Design signal_arbiter, sky130hd; sources not shown.
Clock wires, drivers and flops:
Drawn at 3 px/um.
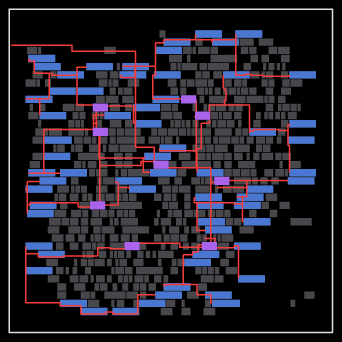
clock wires -> red  # length 978 um
flip-flops -> blue  # count 64
clock drivers -> purple  # count 9
routed clock nets = 10
flops lie = all over the die
Clock net power: 0.893 mW
Final Skew: 0.0143 ns

Placement density heat map:
Drawn at 3 px/um. 11 x 11 tiles, from dark blue (low) to red (high), 0 to 100% covered.
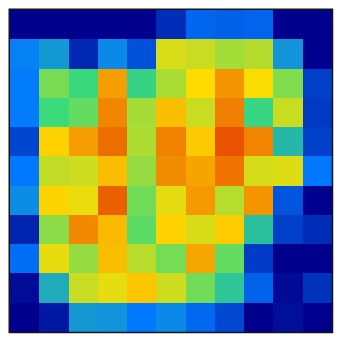
emptiest ninth of the die = south-east
mean over tiles = 46%
fullest tile = 91%
densest ninth of the die = centre
tiles over 75% full = 22%
nearly empty tiles = 12%
core area: 9240 um^2
FP Util: 0.410

==> results.toml <==
# implementation run metrics
[placement]
placed_area_um2 = 4580
place_ws_ns = -0.0841
dp_cells = 620
portBuffers = 9
gp_congestion = 0.888
dp_hpwl_um = 6870

[power]
maxPowerGroup = "combinational cells"
internal_power_mw = 2.78
switching_share = 0.379
power_switching_mw = 1.70
total_power_mw = 4.47
power_density_nw_per_um2 = 824
p_clk_frac = 0.200
pwr-share-seq = 0.279

[setup_path]
worst_ep_arrival_time_ns = 2.80
cp_top_family = "simple AND/OR/NAND/NOR gates"
end_kind = "register"
rr_worst_depth = 8
critPathRequiredTime_ns = 2.73
critPathSlowestCell = "or4_4"
worst_path_most_repeated_cell = "or4_4"
crit_fanout = 4
cp-start-kind = "register"
crit_type = "reg2reg"
slowest_delay_ns = 0.56

[timing]
whs_ns = 0.362
relSlewSlack = 0.683
setup-violations-final = 19
fmax_ghz = 0.388
setup_slack_ns = -0.0770
finalHoldViolCount = 0
worstMarginPinSlew_ns = 0.474
rsz0062_at_grt = "yes"
min_period_over_period = 1.03

[synth]
netlist_instances = 423
yosys.area.top_type_share = 0.423
ys_top_logic_family = "simple AND/OR/NAND/NOR gates"
simple_gate_area_frac = 0.301
ys_area_um2 = 3790
seq_area_frac_synth = 0.423
ys_cells = 423
largest_area_cell = "dfrtp_1"
numSynthFlops = 64
enable_flop_cells = 0
synthAdderAreaFrac = 0.0198
mux_area_frac = 0.0135
netlist_top_cells_area = "dfrtp_1 42%, nor2_1 7.2%, xnor2_1 6.5%"
ys_top_cells_by_count = "73 x nor2_1, 64 x dfrtp_1, 28 x xnor2_1"
ys.flop_type = "dfrtp_1"
async_reset_ff_frac = 1.00
synth_top_cell_by_count = "nor2_1"
syn-num-nets = 434
avgSynthCellArea_um2 = 8.95

[routing]
routed_wl_um = 10200
wl_met2_um = 4930
dr.pass1.iters = 4
met3_length_um = 470
met1Wirelength_um = 4700
routedWlPerCell_um = 15.8
ant_nets = 0
top_layer_used = "met4"
num_vias = 3478

[hold_path]
hold_class = "in2async"

[cells_and_area]
n_all_inverters = 13
mostFrequentLayoutCells = "78 x buf_4, 62 x dfrtp_1, 32 x nor2_4"
area_delta_synth_final_pct = 43.4
largest_reg_flops = 26
largest_class = "combinational gates"
logic_area_um2 = 2530
flop-count = 64
nFillCells = 798
clockBufferCount = 11
fin_cells = 648
nNonClkBuffers = 100
drive_gt1_frac = 0.368
seq_area_frac = 0.295
nets = 526
lay_top_count = "buf_4"
seq_area_um2 = 1600
final_util = 0.588

[outcome]
violations = "negative setup slack"
status = "complete, but fails checks"

[die]
die_w_um = 107
die_y_um = 107
num_io_pins = 10
fp-row-count = 35

[clocking]
h-tree-depth = 3
cts_resized = 6
cts_tree = "built"
clk_path_buf_depth = 2
numCtsBuffers = 9
cts_root_buf = "clkbuf_8"
clkSlewWorstSetupHoldPaths_ns = 0.08
cts_setup_buffers = 0

[global_route]
grtUsageTotal = 0.176
grt_start_max_net_pins = 50
grt_pass1_vias = 3391
grtUsageMet1 = 0.247
antenna_found_initial = 0
grt-ovfl-total = 0
top_usage_layer = "met2"
grt_use_met3 = 0.0318

[job]
cap_viol_max_count = 0
Power is estimated from default activity; no workload was simulated.
